===== src/rtl/ii_window_writer.sv =====
// Writes one zero-padded integral-image window into the cascade II RAM, then starts the cascade and relays its verdict.
// Define IIW_VARIANCE_EN to add the sum/sqsum accumulators and the isqrt of the variance normalisation factor.
module ii_window_writer #(
    parameter int LENGHT_LINE_II = 21,
    parameter int ADDR_WIDTH_II  = $clog2(LENGHT_LINE_II*LENGHT_LINE_II)
) (
    input  logic                     clk_i,
    input  logic                     rst_i,
    input  logic                     win_start_i,
    input  logic [7:0]               pix_data_i,
    input  logic                     pix_val_i,
    output logic                     pix_ready_o,
    output logic [ADDR_WIDTH_II-1:0] ii_addr_wr_o,
    output logic [31:0]              ii_data_wr_o,
    output logic                     ii_val_wr_o,
    output logic [31:0]              variance_norm_factor_o,
    output logic                     start_o,
    input  logic                     done_i,
    input  logic                     result_i,
    output logic                     busy_o,
    output logic                     result_o,
    output logic                     result_val_o
);

    localparam int L    = LENGHT_LINE_II;
    localparam int W    = LENGHT_LINE_II - 1;
    localparam int CW   = $clog2(L);
    localparam int CLRW = $clog2(2*L);

    localparam logic [CW-1:0]            X_LAST      = CW'(W-1);
    localparam logic [CLRW-1:0]          CLR_LAST    = CLRW'(2*L-2);
    localparam logic [CLRW-1:0]          CLR_ROW_END = CLRW'(L);
    localparam logic [ADDR_WIDTH_II-1:0] L_ADDR      = ADDR_WIDTH_II'(L);
    localparam logic [ADDR_WIDTH_II-1:0] ONE_ADDR    = ADDR_WIDTH_II'(1);

    localparam logic [2:0] IDLE  = 3'd0;
    localparam logic [2:0] CLEAR = 3'd1;
    localparam logic [2:0] LOAD  = 3'd2;
    localparam logic [2:0] START = 3'd3;
    localparam logic [2:0] WAIT  = 3'd4;
`ifdef IIW_VARIANCE_EN
    localparam logic [2:0] SQRT  = 3'd5;
`endif

    logic [2:0]               state;
    logic [CW-1:0]            x_cnt;
    logic [CW-1:0]            y_cnt;
    logic [CLRW-1:0]          clr_cnt;
    logic [ADDR_WIDTH_II-1:0] clr_addr;
    logic [ADDR_WIDTH_II-1:0] wr_base;
    logic [31:0]              rowacc;
    logic [31:0]              lbuf [W];

    logic [31:0] rowacc_nxt;
    logic [31:0] ii_nxt;
    logic        pix_acc;
    logic        last_pix;

    assign pix_acc  = pix_val_i & pix_ready_o;
    assign last_pix = (x_cnt == X_LAST) && (y_cnt == X_LAST);

    // Running row sum plus the column total above gives the II value for (y+1, x+1).
    always_comb begin
        rowacc_nxt = ((x_cnt == '0) ? 32'd0 : rowacc) + 32'(pix_data_i);
        ii_nxt     = rowacc_nxt + lbuf[x_cnt];
    end

`ifdef IIW_VARIANCE_EN
    logic [31:0] sum;
    logic [31:0] sqsum;
    logic [15:0] pix_sq;
    logic [5:0]  sq_idx;
    logic [21:0] rem;
    logic [19:0] root;
    logic [39:0] d_var;
    logic [23:0] rem_sh;
    logic [23:0] trial;
    logic [21:0] rem_nxt;
    logic [19:0] root_nxt;

    assign pix_sq = 16'(pix_data_i) * 16'(pix_data_i);

    // Restoring isqrt: consume d two bits at a time, MSB pair first, one root bit per cycle.
    always_comb begin
        // NOTE: every output of a combinational block gets a value on every path, so no latch is inferred.
        d_var    = 40'(sqsum) * 40'(W*W) - 40'(sum) * 40'(sum);
        rem_sh   = {rem, d_var[sq_idx +: 2]};
        trial    = {2'b00, root, 2'b01};
        rem_nxt  = rem_sh[21:0];
        root_nxt = {root[18:0], 1'b0};
        if (rem_sh >= trial) begin
            rem_nxt  = 22'(rem_sh - trial);
            root_nxt = {root[18:0], 1'b1};
        end
    end
`else
    assign variance_norm_factor_o = 32'd1;
`endif

    always_ff @(posedge clk_i) begin
        if (rst_i) begin
            // NOTE: sequential state uses non-blocking assignments so every register samples pre-edge values.
            state        <= IDLE;
            x_cnt        <= '0;
            y_cnt        <= '0;
            clr_cnt      <= '0;
            clr_addr     <= '0;
            wr_base      <= L_ADDR;
            rowacc       <= '0;
            pix_ready_o  <= 1'b0;
            ii_addr_wr_o <= '0;
            ii_data_wr_o <= '0;
            ii_val_wr_o  <= 1'b0;
            start_o      <= 1'b0;
            busy_o       <= 1'b0;
            result_o     <= 1'b0;
            result_val_o <= 1'b0;
            // NOTE: the line buffer is a small register file, so it is reset like any other state.
            for (int i = 0; i < W; i++) lbuf[i] <= '0;
`ifdef IIW_VARIANCE_EN
            sum                    <= '0;
            sqsum                  <= '0;
            sq_idx                 <= '0;
            rem                    <= '0;
            root                   <= '0;
            variance_norm_factor_o <= '0;
`endif
        end else begin
            ii_val_wr_o  <= 1'b0;
            start_o      <= 1'b0;
            result_val_o <= 1'b0;
            case (state)
                IDLE: begin
                    x_cnt   <= '0;
                    y_cnt   <= '0;
                    rowacc  <= '0;
                    wr_base <= L_ADDR;
                    for (int i = 0; i < W; i++) lbuf[i] <= '0;
`ifdef IIW_VARIANCE_EN
                    sum   <= '0;
                    sqsum <= '0;
`endif
                    if (win_start_i) begin
                        state        <= CLEAR;
                        busy_o       <= 1'b1;
                        ii_val_wr_o  <= 1'b1;
                        ii_addr_wr_o <= '0;
                        ii_data_wr_o <= '0;
                        clr_cnt      <= CLRW'(1);
                        clr_addr     <= ONE_ADDR;
`ifdef IIW_VARIANCE_EN
                        variance_norm_factor_o <= '0;
`endif
                    end
                end
                CLEAR: begin
                    // Row 0 runs straight into column 0 at address L, after which it strides by L.
                    ii_val_wr_o  <= 1'b1;
                    ii_addr_wr_o <= clr_addr;
                    ii_data_wr_o <= '0;
                    clr_cnt      <= clr_cnt + CLRW'(1);
                    clr_addr     <= (clr_cnt < CLR_ROW_END) ? clr_addr + ONE_ADDR : clr_addr + L_ADDR;
                    if (clr_cnt == CLR_LAST) begin
                        state       <= LOAD;
                        pix_ready_o <= 1'b1;
                    end
                end
                LOAD: begin
                    if (pix_acc) begin
                        rowacc       <= rowacc_nxt;
                        lbuf[x_cnt]  <= ii_nxt;
                        ii_val_wr_o  <= 1'b1;
                        ii_addr_wr_o <= wr_base + ADDR_WIDTH_II'(x_cnt) + ONE_ADDR;
                        ii_data_wr_o <= ii_nxt;
`ifdef IIW_VARIANCE_EN
                        sum   <= sum + 32'(pix_data_i);
                        sqsum <= sqsum + 32'(pix_sq);
`endif
                        if (x_cnt == X_LAST) begin
                            x_cnt   <= '0;
                            y_cnt   <= y_cnt + CW'(1);
                            wr_base <= wr_base + L_ADDR;
                        end else begin
                            x_cnt <= x_cnt + CW'(1);
                        end
                        if (last_pix) begin
                            pix_ready_o <= 1'b0;
`ifdef IIW_VARIANCE_EN
                            state  <= SQRT;
                            sq_idx <= 6'd38;
                            rem    <= '0;
                            root   <= '0;
`else
                            state <= START;
`endif
                        end
                    end
                end
`ifdef IIW_VARIANCE_EN
                SQRT: begin
                    rem    <= rem_nxt;
                    root   <= root_nxt;
                    sq_idx <= sq_idx - 6'd2;
                    if (sq_idx == 6'd0) begin
                        variance_norm_factor_o <= 32'(root_nxt);
                        state                  <= START;
                    end
                end
`endif
                START: begin
                    start_o <= 1'b1;
                    state   <= WAIT;
                end
                WAIT: begin
                    if (done_i) begin
                        result_o     <= result_i;
                        result_val_o <= 1'b1;
                        busy_o       <= 1'b0;
                        state        <= IDLE;
                    end
                end
                default: begin
                    state  <= IDLE;
                    busy_o <= 1'b0;
                end
            endcase
        end
    end

endmodule


===== config.mk =====
export PLATFORM = sky130hd
export DESIGN_NAME = ii_window_writer
export DESIGN_NICKNAME = d
export VERILOG_FILES = /design/src/rtl/ii_window_writer.sv
export SDC_FILE = /design/constraint.sdc
export NUM_CORES = 2
export LEC_CHECK = 0
export CORE_ASPECT_RATIO = 1.25
export CORE_MARGIN = 2
export CORE_UTILIZATION = 40
export CTS_BUF_LIST = sky130_fd_sc_hd__clkbuf_4 sky130_fd_sc_hd__clkbuf_8
export DETAILED_ROUTE_END_ITERATION = 10
export GPL_TIMING_DRIVEN = 0
export SYNTH_ARGS = -nofsm -noshare
export SYNTH_HDL_FRONTEND = slang
export SYNTH_SLANG_ARGS = --single-unit

===== constraint.sdc =====
create_clock -name clk_i -period 16.66 [get_ports clk_i]
set_clock_uncertainty 0.05 [all_clocks]
set_input_delay 1.666 -clock clk_i [delete_from_list [all_inputs] [get_ports clk_i]]
set_output_delay 1.666 -clock clk_i [all_outputs]
set_load 0.1 [all_outputs]

registers.png
Scale: 1 px per µm. Other sequential cells in the stronger grey, the rest of the logic in the fainter grey.
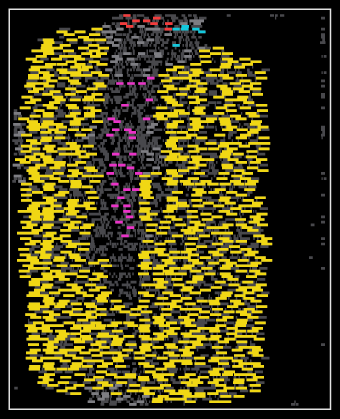
[clr_cnt] cyan | flops: 6 | where: top centre
[rowacc] magenta | flops: 32
[ii_addr_wr_o] red | flops: 9 | where: top centre
[lbuf] yellow | flops: 1024 | where: widely spread
not coloured: 74
total sequential power: 3240 µW
Seq/total area: 58.6%
FF/Latch Area: 0.0332 mm²
final core occ: 45.8%

port_nets.png
Scale: 1 px per µm.
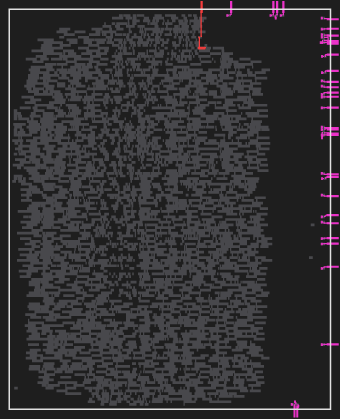
[busy_o] red | direction: output | edge: top | end cells: 1 | buffers: 1 | wire: 47.2 µm
[variance_norm_factor_o] magenta | direction: output | edge: 26 right, 4 top, 2 bottom | end cells: 32 | buffers: 32 | wire: 221 µm
IO Count: 93
IO buf count: 60

==> results.sh <==
# source this file to load flow results
export IMPL_top_cell="edfxtp_1"
export IMPL_grtUsageMet2_pct=37.9
export IMPL_adder_share_pct=1.50
export IMPL_setup_slack_ns=7.64
export IMPL_switching_power_uw=1440
export IMPL_drcViolationCount=0
export IMPL_crit_end="lbuf[22][23]$_DFFE_PP_"
export IMPL_r2r_setup_slack_ns=7.64
export IMPL_pwr_share_comb_pct=7.1
export IMPL_drt_first_pass_iters=5
export IMPL_outcome="completed"
export IMPL_critPathSlowestCell="xor2_1"
export IMPL_avgViaCountPerCell=5.58
export IMPL_nonClockBufferCount=371
export IMPL_yosys_area_top_type="edfxtp_1"
export IMPL_cpPeakStageDelay_ns=0.98
export IMPL_synthArstFlopShare_pct=0
export IMPL_worst_path_buf_inv=6
export IMPL_maxPowerGroup="sequential cells"
export IMPL_sh_comb_area_pct=27.3
export IMPL_cts_root_buf="clkbuf_8"
export IMPL_wl_met1_um=56100
export IMPL_grt_pass1_wl_um=204000
export IMPL_fin_nets=3674
export IMPL_yosysTopAreaCellShare_pct=61.7
export IMPL_drt_iter0_markers=2966
metal_stack.png
Scale: 1 px per µm.
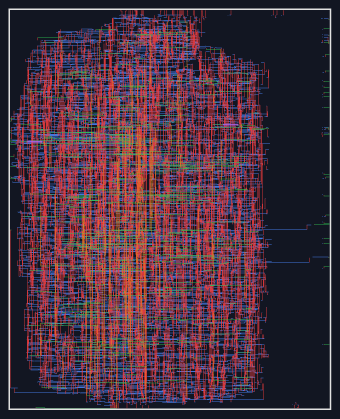
[met1] blue | wire length: 56.1 mm
[met2] red | wire length: 70.4 mm
[met5] purple | wire length: 27.6 µm
[met3] green | wire length: 8390 µm
[met4] orange | wire length: 6100 µm
all-layer global routing usage: 22.2%
via count: 29.9k
final WL: 141000 µm
WL/cell: 26.3 µm

final_clocks.png
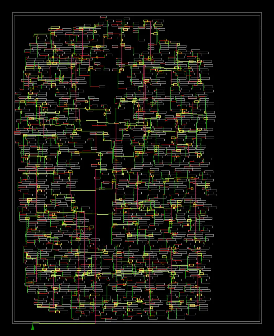
flop count: 1145
CTS Buf Count: 168
clk pwr: 2310 µW

Power and IR drop assume default switching activity.
